==> config.mk <==
export PLATFORM = sky130hd
export DESIGN_NAME = traffic_demand_arbiter_flat
export DESIGN_NICKNAME = d
export VERILOG_FILES = /design/src/rtl/traffic_demand_arbiter_pkg.sv /design/src/rtl/traffic_demand_arbiter_if.sv /design/src/rtl/traffic_demand_arbiter_timer.sv /design/src/rtl/traffic_demand_arbiter.sv /design/src/flat_wrapper.sv
export SDC_FILE = /design/constraint.sdc
export NUM_CORES = 1
export LEC_CHECK = 0
export ABC_AREA = 1
export CAP_MARGIN = 10
export CORE_MARGIN = 10
export CORE_UTILIZATION = 25
export DETAILED_ROUTE_END_ITERATION = 8
export HOLD_SLACK_MARGIN = 0.03
export SLEW_MARGIN = 20
export SYNTH_ARGS = -nofsm -noshare
export SYNTH_HDL_FRONTEND = slang
export SYNTH_SLANG_ARGS = --single-unit
==> constraint.sdc <==
create_clock -name clk -period 5.5 [get_ports clk]
set_input_delay 0.55 -clock clk [delete_from_list [all_inputs] [get_ports clk]]
set_output_delay 0.55 -clock clk [all_outputs]
set_load 0.02 [all_outputs]
==> src/rtl/traffic_demand_arbiter_pkg.sv <==
// Shared types and defaults for the demand-actuated intersection scheduler.
package tlc_pkg;

  localparam logic [2:0] RED    = 3'b100;
  localparam logic [2:0] YELLOW = 3'b010;
  localparam logic [2:0] GREEN  = 3'b001;

  typedef enum logic [2:0] {
    RST_RED,
    MAIN_GREEN,
    MAIN_YELLOW,
    MAIN_RED,
    SRV_GREEN,
    SRV_YELLOW,
    SRV_RED
  } state_t;

  typedef enum logic [1:0] {
    PH_MAIN = 2'd0,
    PH_TURN = 2'd1,
    PH_SIDE = 2'd2,
    PH_PED  = 2'd3
  } phase_t;

  localparam int DEF_MIN_GREEN  = 7;
  localparam int DEF_YELLOW_T   = 3;
  localparam int DEF_ALL_RED_T  = 1;
  localparam int DEF_TURN_GREEN = 3;
  localparam int DEF_SIDE_GREEN = 4;
  localparam int DEF_PED_WALK   = 5;
  localparam int DEF_PED_CLEAR  = 3;

  function automatic int max_dur(input int a, input int b, input int c, input int d,
                                 input int e, input int f, input int g);
    int m;
    m = a;
    if (b > m) m = b;
    if (c > m) m = c;
    if (d > m) m = d;
    if (e > m) m = e;
    if (f > m) m = f;
    if (g > m) m = g;
    return m;
  endfunction

endpackage

==> src/rtl/traffic_demand_arbiter_if.sv <==
// Detector/light bundle between the scheduler (master) and the intersection (slave).
interface traffic_demand_arbiter_if;
  import tlc_pkg::*;

  logic       req_side;
  logic       req_turn;
  logic       req_ped;
  logic       preempt;
  logic [2:0] light_M1;
  logic [2:0] light_M2;
  logic [2:0] light_MT;
  logic [2:0] light_S;
  logic       walk;
  logic [1:0] grant;
  logic [2:0] pending;

  modport master (
    input  req_side, req_turn, req_ped, preempt,
    output light_M1, light_M2, light_MT, light_S, walk, grant, pending
  );

  modport slave (
    output req_side, req_turn, req_ped, preempt,
    input  light_M1, light_M2, light_MT, light_S, walk, grant, pending
  );

endinterface

==> src/rtl/traffic_demand_arbiter_timer.sv <==
// Loadable phase down-counter; done flags the last cycle of the current duration.
module tlc_phase_timer #(
  parameter int               WIDTH = 4,
  parameter logic [WIDTH-1:0] INIT  = '0
) (
  input  logic             clk,
  input  logic             rst,
  input  logic             load,
  input  logic [WIDTH-1:0] value,
  output logic             done
);

  logic [WIDTH-1:0] count;

  // Saturates at zero so an indefinite state (main green) can keep waiting.
  always_ff @(posedge clk) begin
    if (!rst) begin
      count <= INIT;
    end else if (load) begin
      count <= value;
    end else if (count != '0) begin
      count <= count - 1'b1;
    end
  end

  assign done = (count == '0);

endmodule

==> src/rtl/traffic_demand_arbiter.sv <==
// Demand-actuated phase scheduler: main green by default, round-robin service of latched requests.
// Define TLC_PED_EN to enable the pedestrian phase (req_ped, walk, grant = PED).
module traffic_demand_arbiter
  import tlc_pkg::*;
#(
  parameter int MIN_GREEN  = DEF_MIN_GREEN,
  parameter int YELLOW_T   = DEF_YELLOW_T,
  parameter int ALL_RED_T  = DEF_ALL_RED_T,
  parameter int TURN_GREEN = DEF_TURN_GREEN,
  parameter int SIDE_GREEN = DEF_SIDE_GREEN,
  parameter int PED_WALK   = DEF_PED_WALK,
  parameter int PED_CLEAR  = DEF_PED_CLEAR
) (
  input  logic                     clk,
  input  logic                     rst,
  traffic_demand_arbiter_if.master bus
);

  localparam int TW = $clog2(max_dur(MIN_GREEN, YELLOW_T, ALL_RED_T, TURN_GREEN,
                                     SIDE_GREEN, PED_WALK, PED_CLEAR)) + 1;

  localparam logic [TW-1:0] T_MIN  = TW'(MIN_GREEN - 1);
  localparam logic [TW-1:0] T_YEL  = TW'(YELLOW_T - 1);
  localparam logic [TW-1:0] T_ARED = TW'(ALL_RED_T - 1);
  localparam logic [TW-1:0] T_TURN = TW'(TURN_GREEN - 1);
  localparam logic [TW-1:0] T_SIDE = TW'(SIDE_GREEN - 1);
  localparam logic [TW-1:0] T_WALK = TW'(PED_WALK - 1);
  localparam logic [TW-1:0] T_PCLR = TW'(PED_CLEAR - 1);

`ifdef TLC_PED_EN
  localparam bit PED_EN = 1'b1;
`else
  localparam bit PED_EN = 1'b0;
`endif

  state_t     state, state_nx;
  phase_t     phase, phase_nx;
  phase_t     rr_ptr, rr_nx;
  phase_t     chosen;
  logic [2:0] pending, pending_nx;
  logic [2:0] req, ignore_mask, clear_mask;
  logic       abort, abort_nx;
  logic       enter_srv;
  logic       t_load, t_done;
  logic [TW-1:0] t_value;
  logic [2:0] m1_q, m2_q, mt_q, s_q;
  logic [2:0] m1_nx, m2_nx, mt_nx, s_nx, col;
  logic       walk_q, walk_nx;
  logic [1:0] grant_q, grant_nx;

  function automatic logic [2:0] phase_mask(input phase_t p);
    case (p)
      PH_TURN: return 3'b001;
      PH_SIDE: return 3'b010;
      PH_PED:  return 3'b100;
      default: return 3'b000;
    endcase
  endfunction

  function automatic phase_t next_phase(input phase_t p);
    case (p)
      PH_TURN: return PH_SIDE;
      PH_SIDE: return PED_EN ? PH_PED : PH_TURN;
      default: return PH_TURN;
    endcase
  endfunction

  // First pending phase at or after the pointer; PH_MAIN when nothing is eligible.
  function automatic phase_t pick(input phase_t ptr, input logic [2:0] pend);
    phase_t p, sel;
    sel = PH_MAIN;
    p   = ptr;
    for (int i = 0; i < 3; i++) begin
      if (sel == PH_MAIN && (pend & phase_mask(p)) != 3'b000) sel = p;
      p = next_phase(p);
    end
    return sel;
  endfunction

  function automatic logic [TW-1:0] green_time(input phase_t p);
    case (p)
      PH_TURN: return T_TURN;
      PH_SIDE: return T_SIDE;
      default: return T_WALK;
    endcase
  endfunction

`ifdef TLC_PED_EN
  assign req = {bus.req_ped, bus.req_side, bus.req_turn};
`else
  assign req = {1'b0, bus.req_side, bus.req_turn};
`endif

  tlc_phase_timer #(
    .WIDTH (TW),
    .INIT  (T_ARED)
  ) u_timer (
    .clk   (clk),
    .rst   (rst),
    .load  (t_load),
    .value (t_value),
    .done  (t_done)
  );

  always_comb begin
    state_nx  = state;
    phase_nx  = phase;
    rr_nx     = rr_ptr;
    abort_nx  = abort;
    t_load    = 1'b0;
    t_value   = '0;
    enter_srv = 1'b0;
    chosen    = pick(rr_ptr, pending);

    unique case (state)
      RST_RED: begin
        if (t_done) begin
          state_nx = MAIN_GREEN;
          t_load   = 1'b1;
          t_value  = T_MIN;
        end
      end
      MAIN_GREEN: begin
        abort_nx = 1'b0;
        if (bus.preempt) begin
          t_load  = 1'b1;
          t_value = T_MIN;
        end else if (t_done && pending != 3'b000) begin
          state_nx = MAIN_YELLOW;
          t_load   = 1'b1;
          t_value  = T_YEL;
        end
      end
      MAIN_YELLOW: begin
        if (bus.preempt) abort_nx = 1'b1;
        if (t_done) begin
          state_nx = MAIN_RED;
          t_load   = 1'b1;
          t_value  = T_ARED;
        end
      end
      MAIN_RED: begin
        if (bus.preempt) abort_nx = 1'b1;
        if (t_done) begin
          // A preempt seen anywhere in the clearance cancels the service.
          if (abort || bus.preempt || chosen == PH_MAIN) begin
            state_nx = MAIN_GREEN;
            phase_nx = PH_MAIN;
            t_load   = 1'b1;
            t_value  = T_MIN;
          end else begin
            state_nx  = SRV_GREEN;
            phase_nx  = chosen;
            rr_nx     = next_phase(chosen);
            enter_srv = 1'b1;
            t_load    = 1'b1;
            t_value   = green_time(chosen);
          end
        end
      end
      SRV_GREEN: begin
        if (bus.preempt || t_done) begin
          state_nx = SRV_YELLOW;
          t_load   = 1'b1;
          t_value  = (phase == PH_PED) ? T_PCLR : T_YEL;
        end
      end
      SRV_YELLOW: begin
        if (t_done) begin
          state_nx = SRV_RED;
          t_load   = 1'b1;
          t_value  = T_ARED;
        end
      end
      SRV_RED: begin
        if (t_done) begin
          state_nx = MAIN_GREEN;
          phase_nx = PH_MAIN;
          t_load   = 1'b1;
          t_value  = T_MIN;
        end
      end
      default: state_nx = RST_RED;
    endcase

    ignore_mask = (state == SRV_GREEN) ? phase_mask(phase) : 3'b000;
    clear_mask  = enter_srv ? phase_mask(chosen) : 3'b000;
    pending_nx  = (pending | (req & ~ignore_mask)) & ~clear_mask;

    // Light decode from the next state so lights flip on the same edge as the state.
    m1_nx    = RED;
    m2_nx    = RED;
    mt_nx    = RED;
    s_nx     = RED;
    walk_nx  = 1'b0;
    grant_nx = 2'(phase_nx);
    col      = (state_nx == SRV_GREEN) ? GREEN : YELLOW;
    case (state_nx)
      MAIN_GREEN: begin
        m1_nx = GREEN;
        m2_nx = GREEN;
      end
      MAIN_YELLOW: begin
        m1_nx = YELLOW;
        m2_nx = YELLOW;
      end
      SRV_GREEN, SRV_YELLOW: begin
        case (phase_nx)
          PH_TURN: begin
            m1_nx = col;
            mt_nx = col;
          end
          PH_SIDE: s_nx = col;
          PH_PED:  walk_nx = (state_nx == SRV_GREEN);
          default: ;
        endcase
      end
      default: ;
    endcase
  end

  always_ff @(posedge clk) begin
    if (!rst) begin
      state   <= RST_RED;
      phase   <= PH_MAIN;
      rr_ptr  <= PH_TURN;
      pending <= 3'b000;
      abort   <= 1'b0;
      m1_q    <= RED;
      m2_q    <= RED;
      mt_q    <= RED;
      s_q     <= RED;
      walk_q  <= 1'b0;
      grant_q <= 2'd0;
    end else begin
      state   <= state_nx;
      phase   <= phase_nx;
      rr_ptr  <= rr_nx;
      pending <= pending_nx;
      abort   <= abort_nx;
      m1_q    <= m1_nx;
      m2_q    <= m2_nx;
      mt_q    <= mt_nx;
      s_q     <= s_nx;
      walk_q  <= walk_nx;
      grant_q <= grant_nx;
    end
  end

  assign bus.light_M1 = m1_q;
  assign bus.light_M2 = m2_q;
  assign bus.light_MT = mt_q;
  assign bus.light_S  = s_q;
  assign bus.walk     = walk_q;
  assign bus.grant    = grant_q;
  assign bus.pending  = pending;

endmodule
==> src/flat_wrapper.sv <==
// flat-port wrapper written by rule: the top's interface ports become plain ports
module traffic_demand_arbiter_flat import tlc_pkg::*;
#(
  parameter int MIN_GREEN  = DEF_MIN_GREEN,
  parameter int YELLOW_T   = DEF_YELLOW_T,
  parameter int ALL_RED_T  = DEF_ALL_RED_T,
  parameter int TURN_GREEN = DEF_TURN_GREEN,
  parameter int SIDE_GREEN = DEF_SIDE_GREEN,
  parameter int PED_WALK   = DEF_PED_WALK,
  parameter int PED_CLEAR  = DEF_PED_CLEAR
)
  (clk, rst, bus_req_side, bus_req_turn, bus_req_ped, bus_preempt, bus_light_M1, bus_light_M2, bus_light_MT, bus_light_S, bus_walk, bus_grant, bus_pending);
  traffic_demand_arbiter_if bus_i ();
  input  logic clk;
  input  logic rst;
  input wire logic [$bits(bus_i.req_side)-1:0] bus_req_side;
  input wire logic [$bits(bus_i.req_turn)-1:0] bus_req_turn;
  input wire logic [$bits(bus_i.req_ped)-1:0] bus_req_ped;
  input wire logic [$bits(bus_i.preempt)-1:0] bus_preempt;
  output wire logic [$bits(bus_i.light_M1)-1:0] bus_light_M1;
  output wire logic [$bits(bus_i.light_M2)-1:0] bus_light_M2;
  output wire logic [$bits(bus_i.light_MT)-1:0] bus_light_MT;
  output wire logic [$bits(bus_i.light_S)-1:0] bus_light_S;
  output wire logic [$bits(bus_i.walk)-1:0] bus_walk;
  output wire logic [$bits(bus_i.grant)-1:0] bus_grant;
  output wire logic [$bits(bus_i.pending)-1:0] bus_pending;
  assign bus_i.req_side = bus_req_side;
  assign bus_i.req_turn = bus_req_turn;
  assign bus_i.req_ped = bus_req_ped;
  assign bus_i.preempt = bus_preempt;
  assign bus_light_M1 = bus_i.light_M1;
  assign bus_light_M2 = bus_i.light_M2;
  assign bus_light_MT = bus_i.light_MT;
  assign bus_light_S = bus_i.light_S;
  assign bus_walk = bus_i.walk;
  assign bus_grant = bus_i.grant;
  assign bus_pending = bus_i.pending;
  traffic_demand_arbiter #(.MIN_GREEN(MIN_GREEN), .YELLOW_T(YELLOW_T), .ALL_RED_T(ALL_RED_T), .TURN_GREEN(TURN_GREEN), .SIDE_GREEN(SIDE_GREEN), .PED_WALK(PED_WALK), .PED_CLEAR(PED_CLEAR)) u_core (.clk(clk), .rst(rst), .bus(bus_i));
endmodule
==> run_1/gate_families.png <==
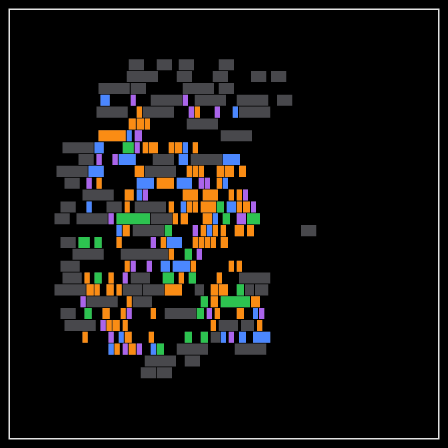
legend:
  purple:
    family: inverters
    cells: 31
  blue:
    family: NOR gates
    cells: 29
  orange:
    family: NAND gates
    cells: 83
  green:
    family: inverting AOI/OAI gates
    cells: 20

==> run_1/zoom.png <==
Window x 0 to 50, y 48 to 98 µm. Cells in grey, sequential cells in the stronger grey; small squares are vias.
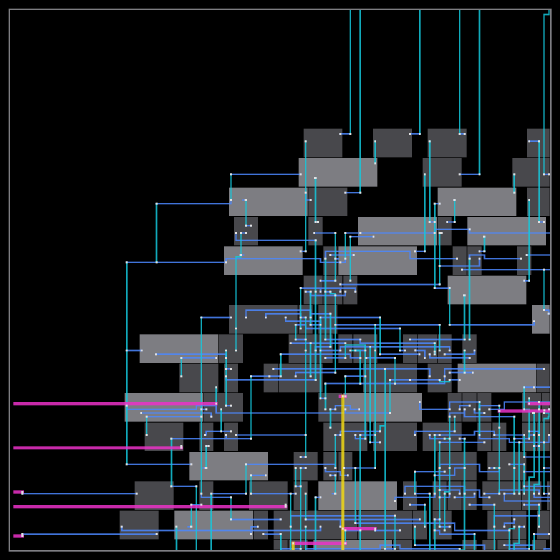
legend:
  magenta:
    layer: met3
  cyan:
    layer: met2
  blue:
    layer: met1
  yellow:
    layer: met4
cells with their middle in the window: 91
sequential cells in the window: 15
most frequent: nand2_1 (16), dfxtp_1 (15), clkdlybuf4s50_1 (13)
netlist names of flops here include: u_core.bus.light_M1 (3), u_core.bus.light_MT (3), u_core.bus.light_S (3)

==> run_1/final_clocks.png <==
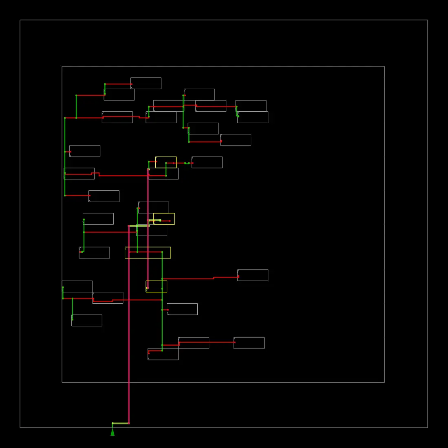
clk_skew: 4.07 ps
CTS sink count: 28
flop count: 28
clk_lat worst skew: 280 ps
Clock group: 0.164 mW

==> run_1/registers.png <==
Other sequential cells in the stronger grey, the rest of the logic in the fainter grey.
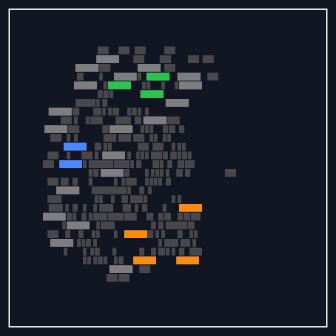
legend:
  orange:
    netlist_name: u_core.u_timer.count
    sequential_cells: 4
    where: bottom centre
  blue:
    netlist_name: u_core.phase
    sequential_cells: 2
  green:
    netlist_name: u_core.bus.light_M1
    sequential_cells: 3

==> flow_metrics.tcl, run 1 <==
# flow metrics
set metrics [dict create \
    syn_inst 204 \
    hpwl_um 2580 \
    synth_top_flop_cell "dfxtp_1" \
    ys_top_cells_by_count "nand2_1 (50), dfxtp_1 (28), inv_1 (23)" \
    placement_rows 28 \
    total_leakage_power_nw 0.885 \
    top_layer_used "met4" \
    clockBufferDepth 2 \
    met3_length_um 98 \
    wirelength_um 3310 \
    hold_buffers 0 \
    xor_share_pct 1.14 \
    synth_top_area_share_pct 36.6 \
    fp.dieH_um 98.2 \
    top_cells_by_area "dfxtp_1 (37%), nand2_1 (12%), nand3_1 (6.2%)" \
    htreeDepth 1 \
    drv_slew 0 \
    period_used_pct 41.2 \
    ant_nets 0 \
    coreArea_um2 5920 \
    setup_viol 0 \
    logic_family "simple AND/OR/NAND/NOR gates" \
    use_met3_pct 1.13 \
    worstHoldStart "u_core.abort" \
    cp_data_required_time_ps 5680 \
    post-place-ws_ps 3190 \
    p_seq_share_pct 34.9 \
    synth_flops 28 \
    grt_antenna_before_repair 0 \
    insertedDiodeCount 0 \
    final_cell_mix "nand2_1 (50), dfxtp_1 (28), inv_1 (23)" \
    muxShareOfSynthArea_pct 0 \
    yosysWarningCount 0 \
    chipWidth_um 98.2 \
    power_density_nw_per_um2 394 \
    postSynthSeqShare_pct 36.6 \
    timing.rr.start "u_core.bus.pending[1]" \
    cp.arrival_ps 2440 \
    grt_max_degree 17 \
    numCtsBuffers 3 \
    floorplan.core_util_pct 25.8 \
    wl_met2_um 1520 \
    cts_tree "yes" \
    critical_path_class "register to register" \
    ys_cells 204 \
    gr-max-usage-layer "met2" \
    drc 0 \
    netlist_area_um2 1530 \
    cts_root_buf "clkbuf_8" \
    switchingPower_mw 0.294 \
    whs_path_depth 2 \
    cp_max_fo 5 \
    switching_share_pct 39.3 \
    warnings 31 \
    final.setup.tns_ps 0 \
    num-nets-final 241 \
    drt_iter0_drc 108 \
    timing.final.hold_violations 0 \
    comb_power_share_pct 43.2 \
    async_flop_share_pct 0 \
    wl_per_cell_um 10.9 \
    final_common_cell "nand2_1" \
    reg2reg_to "u_core.bus.light_M1[2]" \
    intPower_mw 0.454 \
    post_cts_buffers 0 \
    area_growth_pct 24.2 \
    syn_nets 216 \
    rr_worst_depth 18 \
    cts-resized-gates 0 \
    routed_via_density 4.32 \
    dr.pass1.iters 4 \
    tightest_slew_ps 472 \
    compound_area_share_pct 9.24 \
    start_kind "register" \
    grt-ovfl-total 0 \
    met1_usage_pct 8.12 \
    fin_ws_ps 3230 \
    enable_flop_cells 0 \
    synth_top_cell_by_area "dfxtp_1" \
    synth.distinct_cells 33 \
    vias 1310 \
    top_cell "nand2_1" \
    fill_cells 634 \
    vdd_drop_max_v 0.000130 \
    final.min_clock_period_ps 2270 \
    adder_share_pct 4.91 \
    slew_headroom_pct 68.5 \
    grt_usage_pct 6.75 \
    synth_chip_area_um2 1530 \
    num_io_pins 24 \
    min_to "u_core.abort" \
    cp-startpoint "u_core.bus.pending[1]" \
    r2r_setup_slack_ps 3230 \
    rsz0062_at_grt "no" \
    status "finished clean" \
    drv_cap 0 \
    portBuffers 22 \
    crit_end "u_core.bus.light_M1[2]" \
    grt_pass1_vias 1260 \
    hp-class "register to register" \
    finalPower_mw 0.748 \
    met1Wirelength_um 1610 \
    clock_power_share_pct 21.9 \
    place_congestion 0.788 \
    synth_area_per_cell_um2 7.50 \
]
-- run 1: cell type report --
| cell class | count | area [µm²] | share of cell area (%) |
|---|---|---|---|
| multi-input cells | 143 | 835 | 43.9 |
| well taps | 75 | 93.8 | 4.94 |
| inverters | 31 | 120 | 6.32 |
| repair buffers | 22 | 220 | 11.6 |
| clock buffers | 3 | 41.3 | 2.17 |
| flip-flops and latches | 28 | 561 | 29.5 |
| clock inverters | 1 | 30.0 | 1.58 |
-- run 1: metrics by stage --
step                      cell area [µm²]  util (%)  cells  hold slack, ps
after floorplan                      1530         -    204             439
after global placement               1830      30.9    299             452
after detailed placement             1830      30.9    299             467
after CTS                            1900      32.1    303             482
after global routing                 1900      32.1    303             521
final                                1900      32.1    303             481
-- run 1: state kept, by name, indices dropped and copies added (netlist names) --
signal                count
u_core.bus.light_M1       3
u_core.bus.pending        3
u_core.u_timer.count      4
u_core.state              3
u_core.rr_ptr             2
u_core.bus.light_MT       3
u_core.bus.light_M2       3
u_core.phase              2
u_core.bus.walk           1
u_core.bus.light_S        3
u_core.abort              1
-- run 1: critical path: stages (launching register included) --
cell and delay (ps):
dfxtp_1 390, inv_1 80, nand2_1 70, nand3_1 80, nand2_1 90, nand3_1 70
nand2_1 120, inv_1 90, ha_1 210, nor2_2 200, nand2_1 80, nand2_1 60
nand2_1 50, nor2_1 100, nand2_2 120, nor2_1 110, nand2_1 90, nand3_1 90
nand2_1 60
-- run 1: power by group through the flow --
stage	Sequential, mW	Clock (mW)	Combinational, mW
2_1_floorplan	0.283	0	0.222
3_3_place_gp	0.266	0	0.323
3_5_place_dp	0.267	0	0.322
4_1_cts	0.262	0.168	0.325
5_1_grt	0.267	0.178	0.362
6_report	0.261	0.164	0.323
==> run_1/pdn.png <==
Pins as bars on the die edge.
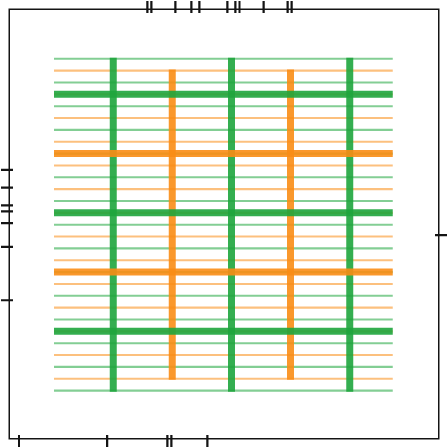

--- run 2 (diff from run 1) ---
- clock period: 5.5 -> 1.91 ns (I/O delays scaled with it)
==> run_2/pdn.png <==
Pins as bars on the die edge.
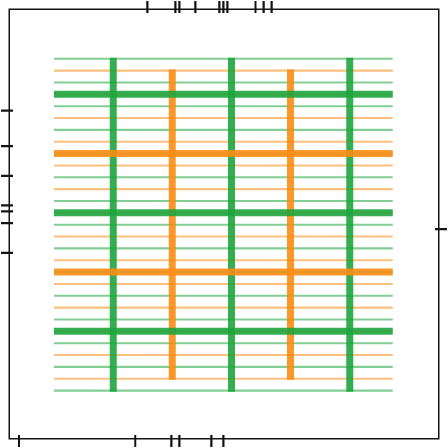
legend:
  orange:
    net: VDD
  green:
    net: VSS
rows: 28
met1 rails: 29
met4 straps: 5
signal pins: 24

==> run 2 against run 1 <==
Sequential power rose to 2.9 times the previous value. Core utilization rose by 3.5 points. Largest cell class unchanged. Register-to-register slack got worse by 3200 ps. Synthesized cell count unchanged. Routed wire length rose by 11%. Design area up 11%. Critical path type unchanged. Non-clock buffer count up 18. Critical path depth is the same.
==> flow_metrics.tcl, run 2 <==
# flow metrics
set metrics [dict create \
    maxPowerGroup "combinational logic" \
    p_clk_mw 0.419 \
    crit_top_cell "nand2_1" \
    drc 0 \
    synth_chip_area_um2 1530 \
    synth_top_cell_by_area "dfxtp_1" \
    synth.distinct_cells 33 \
    syn_inst 204 \
    comb_power_share_pct 50.1 \
    insertedDiodeCount 0 \
    cp_max_fo 5 \
    power_density_nw_per_um2 1120 \
    final_common_cell "nand2_1" \
    async_flop_share_pct 0 \
    total_leakage_power_nw 0.974 \
    cts_tree "yes" \
    synth_top_flop_cell "dfxtp_1" \
    insertion_delay_ps 280 \
    top_cells_by_area "dfxtp_1 (37%), nand2_1 (12%), nand3_1 (6.2%)" \
    drv_cap 0 \
    yosysWarningCount 0 \
    fill_cells 614 \
    syn_nets 216 \
    finalPower_mw 2.36 \
    switchingPower_mw 0.931 \
    num_io_pins 24 \
    cts.sinks 28 \
    ys_cells 204 \
    grt_max_degree 17 \
    cp_data_required_time_ps 2080 \
    largest_register "u_core.u_timer.count" \
    vdd_drop_max_v 0.000432 \
    enable_flop_cells 0 \
    place_congestion 0.777 \
    muxShareOfSynthArea_pct 0 \
    drt_iter0_drc 98 \
    dp.cells 312 \
    intPower_mw 1.43 \
    logic_family "simple AND/OR/NAND/NOR gates" \
    grt_antenna_before_repair 0 \
    synth_area_per_cell_um2 7.50 \
    worstSetupEndpointType "register" \
    path_cells "inv_2 > nand2_2 > nand3_2 > nand2_2 > nand3_2 > nand2_2 > inv_2 > ha_4 > nor2_4 > nand2_1 > nand2_1 > nand2_1 > nor2_2 > nand2_2 > nor2_1 > nand2_1 > nand3_1 > nand2_1" \
    finalClockSkew_ps 9.20 \
    pg_seq_mw 0.760 \
    placement_rows 28 \
    grt_usage_pct 7.35 \
    dr.pass1.iters 4 \
    hold_buffers 0 \
    numCtsBuffers 3 \
    drv_slew 0 \
    clock_power_share_pct 17.8 \
    cts_root_buf "clkbuf_8" \
    top_cell "nand2_1" \
    xor_share_pct 1.14 \
    cp_slowest_stage_delay_ps 360 \
    grt_pass1_vias 1352 \
    r2r_setup_slack_ps 30 \
    timing.final.hold_violations 0 \
    stdcell_area_um2 2110 \
    seq_area_um2 571 \
    clkTransAtPathRegs_ps 100 \
    htreeDepth 1 \
    hpwl_um 2760 \
    largest_register_ffs 4 \
    fp.dieH_um 98.2 \
    coreArea_um2 5920 \
    area_growth_pct 37.7 \
    num-nets-final 260 \
    adder_share_pct 4.91 \
    tightest_slew_ps 498 \
    status "finished clean" \
    vias 1402 \
    placed_area_um2 1960 \
    comb_cell_power_mw 1.18 \
    chipWidth_um 98.2 \
    synth.cellmix.simpleShare_pct 39.2 \
    synth_flops 28 \
    cp.arrival_ps 2060 \
    fin_hold_ws_ps 471 \
    rsz0062_at_grt "yes" \
    wl_per_cell_um 11.4 \
    postSynthSeqShare_pct 36.6 \
    grt-ovfl-total 0 \
    slowest_stage "dfxtp_2" \
    fmax_mhz 531 \
    setup_viol 0 \
    floorplan.core_util_pct 25.8 \
    warnings 33 \
    clockBufferDepth 2 \
    die-area_um2 9650 \
    hp-class "register to register" \
    ant_nets 0 \
    routed_via_density 4.35 \
    synth_top_area_share_pct 36.6 \
    wirelength_um 3660 \
    ys_top_cells_by_count "nand2_1 (50), dfxtp_1 (28), inv_1 (23)" \
    period_used_pct 98.7 \
    final.min_clock_period_ps 1880 \
    final_cell_mix "nand2_1 (45), dfxtp_1 (24), clkdlybuf4s50_1 (22)" \
    compound_area_share_pct 9.24 \
    layout-drive-gt1-share_pct 32.0 \
    p_seq_share_pct 32.2 \
    switching_share_pct 39.5 \
    slew_headroom_pct 66.7 \
    mi_logic_area_um2 901 \
    final_cells 322 \
    netlist_area_um2 1530 \
    grt_pass1_wl_um 6090 \
    critical_path_class "register to register" \
    start_kind "register" \
    portBuffers 22 \
]
## run 2: cell count changes in the layout (fill, tap and decap cells not counted), moves of 3 or more
cell	delta
buf_4	+18
dfxtp_1	-4
inv_1	-5
inv_2	+5
nand2_1	-5
nand2_2	+4
nor2_1	-3
## run 2: per-stage QoR
| stage | TNS [ps] | util [%] | setup WS, ps |
|---|---|---|---|
| after global placement | -24.6 | 33.1 | -24.0 |
| after floorplan | -7.88 | - | -7.88 |
| after global routing | -1220 | 35.6 | -151 |
| final | 0 | 35.6 | 25.8 |
| after detailed placement | -169 | 33.1 | -41.3 |
| after CTS | 0 | 34.5 | 6.90 |
## run 2: worst paths after layout
kind / from / end / depth (start not counted)
setup / recovery: u_core.rr_ptr[0] / u_core.bus.light_M1[2] / 18
hold / removal: u_core.abort / u_core.abort / 2
setup reg to reg: u_core.rr_ptr[0] / u_core.bus.light_M1[2] / 18
hold reg to reg: u_core.abort / u_core.abort / 2
## run 2: per-layer routing
layer	vias to the layer above	global-route usage (%)	routed length, µm
li1	735	-	-
met1	640	8.53	1630
met2	22	13.1	1860
met3	5	1.55	118
met4	0	2.32	46
met5	-	0	0
## run 2: layout make-up
type | instances | area share [%]
Clock buffer | 4 | 3.15
Inverter | 31 | 5.70
Multi-Input combinational cell | 144 | 42.8
Sequential cell | 28 | 27.1
Tap cell | 75 | 4.45
Timing Repair Buffer | 40 | 16.9
## run 2: critical path, delay by kind of cell (launching register included)
kind                       cells  cell delay, ps
and+or+nand+nor               15            1170
buffers and inverters          2             100
DFF                            1             360
adders and majority gates      1             160
## run 2: repair_timing
action,4_1_cts,5_1_grt
buffers inserted,0,5
pin swaps,6,6
cloned,0,1
setup endpoints to repair,9,16
resized,9,8
==> run_2/zoom.png <==
Window x 0 to 50, y 48 to 98 µm. Cells in grey, sequential cells in the stronger grey; small squares are vias.
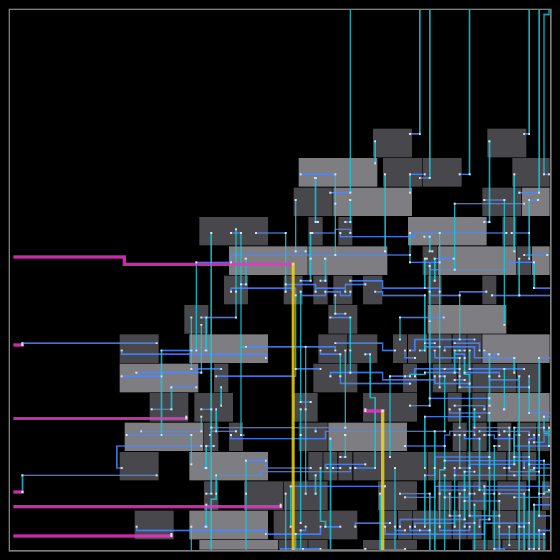

--- run 3 (diff from run 2) ---
- CAP_MARGIN: 10 -> 20
- MAX_ROUTING_LAYER: unset -> met4
==> run_3/zoom.png <==
Window x 0 to 50, y 48 to 98 µm. Cells in grey, sequential cells in the stronger grey; small squares are vias.
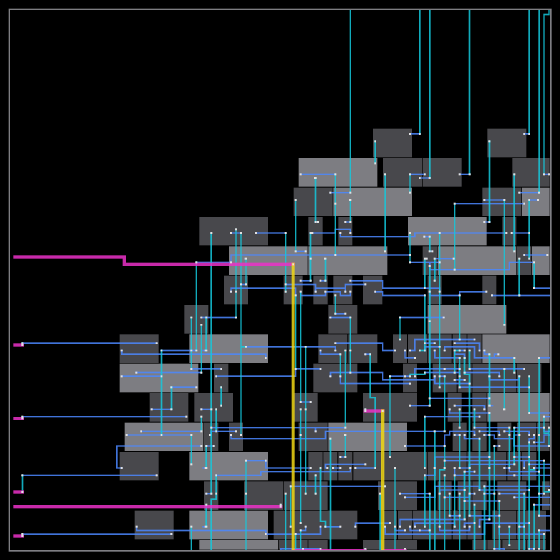

==> run 3 against run 2 <==
Design area unchanged. Global-route usage increased by 0.21 points. Non-clock buffer count unchanged. Synthesized cell count unchanged. Die size unchanged. Largest cell class unchanged. Highest routed layer unchanged. Power about the same. Clock power about the same. Largest power group unchanged.
==> flow_metrics.tcl, run 3 <==
# flow metrics
set metrics [dict create \
    status "finished clean" \
    critical_path_class "register to register" \
    cts.sinks 28 \
    p_seq_share_pct 32.2 \
    timing.final.hold_violations 0 \
    layout-drive-gt1-share_pct 32.0 \
    insertion_delay_ps 280 \
    crit_top_cell "nand2_1" \
    area_growth_pct 37.7 \
    die-area_um2 9650 \
    chipWidth_um 98.2 \
    rr_worst_depth 18 \
    synth_top_cell_by_area "dfxtp_1" \
    switching_share_pct 39.5 \
    portBuffers 22 \
    cp_data_required_time_ps 2080 \
    fp.dieH_um 98.2 \
    setup_viol 0 \
    ys_cells 204 \
    finalClockSkew_ps 9.20 \
    wl_per_cell_um 11.4 \
    dr.pass1.iters 4 \
    wirelength_um 3660 \
    syn_nets 216 \
    dp.cells 312 \
    grt-ovfl-total 0 \
    start_kind "register" \
    synth_flops 28 \
    slew_headroom_pct 66.7 \
    power_density_nw_per_um2 1120 \
    cts-resized-gates 9 \
    drt_iter0_drc 98 \
    top_cells_by_area "dfxtp_1 (37%), nand2_1 (12%), nand3_1 (6.2%)" \
    async_flop_share_pct 0 \
    num-nets-final 260 \
    postSynthSeqShare_pct 36.6 \
    cp_num_buf_inv 2 \
    switchingPower_mw 0.931 \
    fin_hold_ws_ps 471 \
    rsz0062_at_grt "yes" \
    r2r_setup_slack_ps 30 \
    drv_cap 0 \
    reg2reg_to "u_core.bus.light_M1[2]" \
    crit_end "u_core.bus.light_M1[2]" \
    comb_cell_power_mw 1.18 \
    yosysWarningCount 0 \
    worstSetupEndpointType "register" \
    slowest_stage "dfxtp_2" \
    synth_chip_area_um2 1530 \
    cp.arrival_ps 2060 \
    comb_power_share_pct 50.1 \
    synth_top_flop_cell "dfxtp_1" \
    final_common_cell "nand2_1" \
    total_leakage_power_nw 0.974 \
    place_congestion 0.787 \
    grt_usage_pct 7.57 \
    clockBufferDepth 2 \
    synth.distinct_cells 33 \
    htreeDepth 1 \
    cp-startpoint "u_core.rr_ptr[0]" \
    post_cts_buffers 0 \
    tightest_slew_ps 498 \
    period_used_pct 98.7 \
    hpwl_um 2760 \
    num_io_pins 24 \
    numCtsBuffers 3 \
    synth_area_per_cell_um2 7.50 \
    clock_power_share_pct 17.8 \
    p_clk_mw 0.419 \
    placement_rows 28 \
    largest_register_ffs 4 \
    clkTransAtPathRegs_ps 100 \
    netlist_area_um2 1530 \
    grt_pass1_vias 1352 \
    cts_root_buf "clkbuf_8" \
    grt_antenna_before_repair 0 \
    grt_max_degree 17 \
    final_cell_mix "nand2_1 (45), dfxtp_1 (24), clkdlybuf4s50_1 (22)" \
    enable_flop_cells 0 \
    grt_pass1_wl_um 6090 \
    timing.rr.start "u_core.rr_ptr[0]" \
    pg_seq_mw 0.760 \
    largest_register "u_core.u_timer.count" \
    drc 0 \
    cp_top_family "simple AND/OR/NAND/NOR gates" \
    floorplan.core_util_pct 25.8 \
    synth_top_area_share_pct 36.6 \
    coreArea_um2 5920 \
    maxPowerGroup "combinational logic" \
    cts_tree "yes" \
    syn_inst 204 \
    fmax_mhz 531 \
    intPower_mw 1.43 \
    cp_slowest_stage_delay_ps 360 \
    warnings 33 \
    hp-class "register to register" \
    ant_nets 0 \
    path_cells "inv_2 > nand2_2 > nand3_2 > nand2_2 > nand3_2 > nand2_2 > inv_2 > ha_4 > nor2_4 > nand2_1 > nand2_1 > nand2_1 > nor2_2 > nand2_2 > nor2_1 > nand2_1 > nand3_1 > nand2_1" \
    drv_slew 0 \
    routed_via_density 4.35 \
    final_cells 322 \
    ys_top_cells_by_count "nand2_1 (50), dfxtp_1 (28), inv_1 (23)" \
    hold_buffers 0 \
    utilization_pct 35.6 \
    insertedDiodeCount 0 \
    top_cell "nand2_1" \
    crit_cells 18 \
    vias 1402 \
    vdd_drop_max_v 0.000432 \
    final.min_clock_period_ps 1880 \
    cp_max_fo 5 \
]
## run 3: cell counts after synthesis
Identical to the previous run, type by type.
## run 3: cell families after synthesis
kind of cell | count (synthesis) | synth area share (%)
simple gates | 115 | 39.2
xor+xnor | 2 | 1.14
fa+ha+maj | 6 | 4.91
flops | 28 | 36.6
compound gates | 20 | 9.24
buf+inv | 33 | 8.83
## run 3: layer usage
metal	GRT usage [%]	vias to the layer above	part of all wire, %
met5	-	-	0
met4	2.32	0	1.3
met3	1.27	5	2.4
met2	13.1	22	51
met1	8.69	640	45
li1	-	735	-
## run 3: area by class of cell
class                      count  area (µm²)
clock buffer                   4        66.3
fill                         614        3810
inverter                      31         120
multi-input combinational    144         901
sequential                    28         571
tap                           75        93.8
timing repair buffer          40         355
## run 3: metrics by stage
stage / setup TNS (ps) / area [µm²] / power [mW] / setup WS [ps]
floorplan: -7.88 / 1560 / 1.46 / -7.88
global placement: -24.6 / 1960 / 1.77 / -24.0
detailed placement: -169 / 1960 / 1.79 / -41.3
CTS: 0 / 2040 / 2.23 / 6.90
global route: -1220 / 2110 / 2.54 / -151
finish: 0 / 2110 / 2.36 / 25.8
## run 3: worst reg2reg max path, delay by kind of cell (launching register included)
kind,cells,cell delay [ps]
fa+ha+maj,1,160
simple gates,15,1170
buf+inv,2,100
flops,1,360
## run 3: worst min path at each step
stage          depth (start not counted)               endpoint  slack (ps)    startpoint
3_5_place_dp                           2           u_core.abort         450  u_core.abort
6_report                               2           u_core.abort         470  u_core.abort
3_3_place_gp                           2           u_core.abort         450  u_core.abort
2_1_floorplan                          2  u_core.bus.pending[1]         350  bus_req_side
5_1_grt                                2           u_core.abort         500  u_core.abort
4_1_cts                                2           u_core.abort         470  u_core.abort
Power and IR drop assume default switching activity.
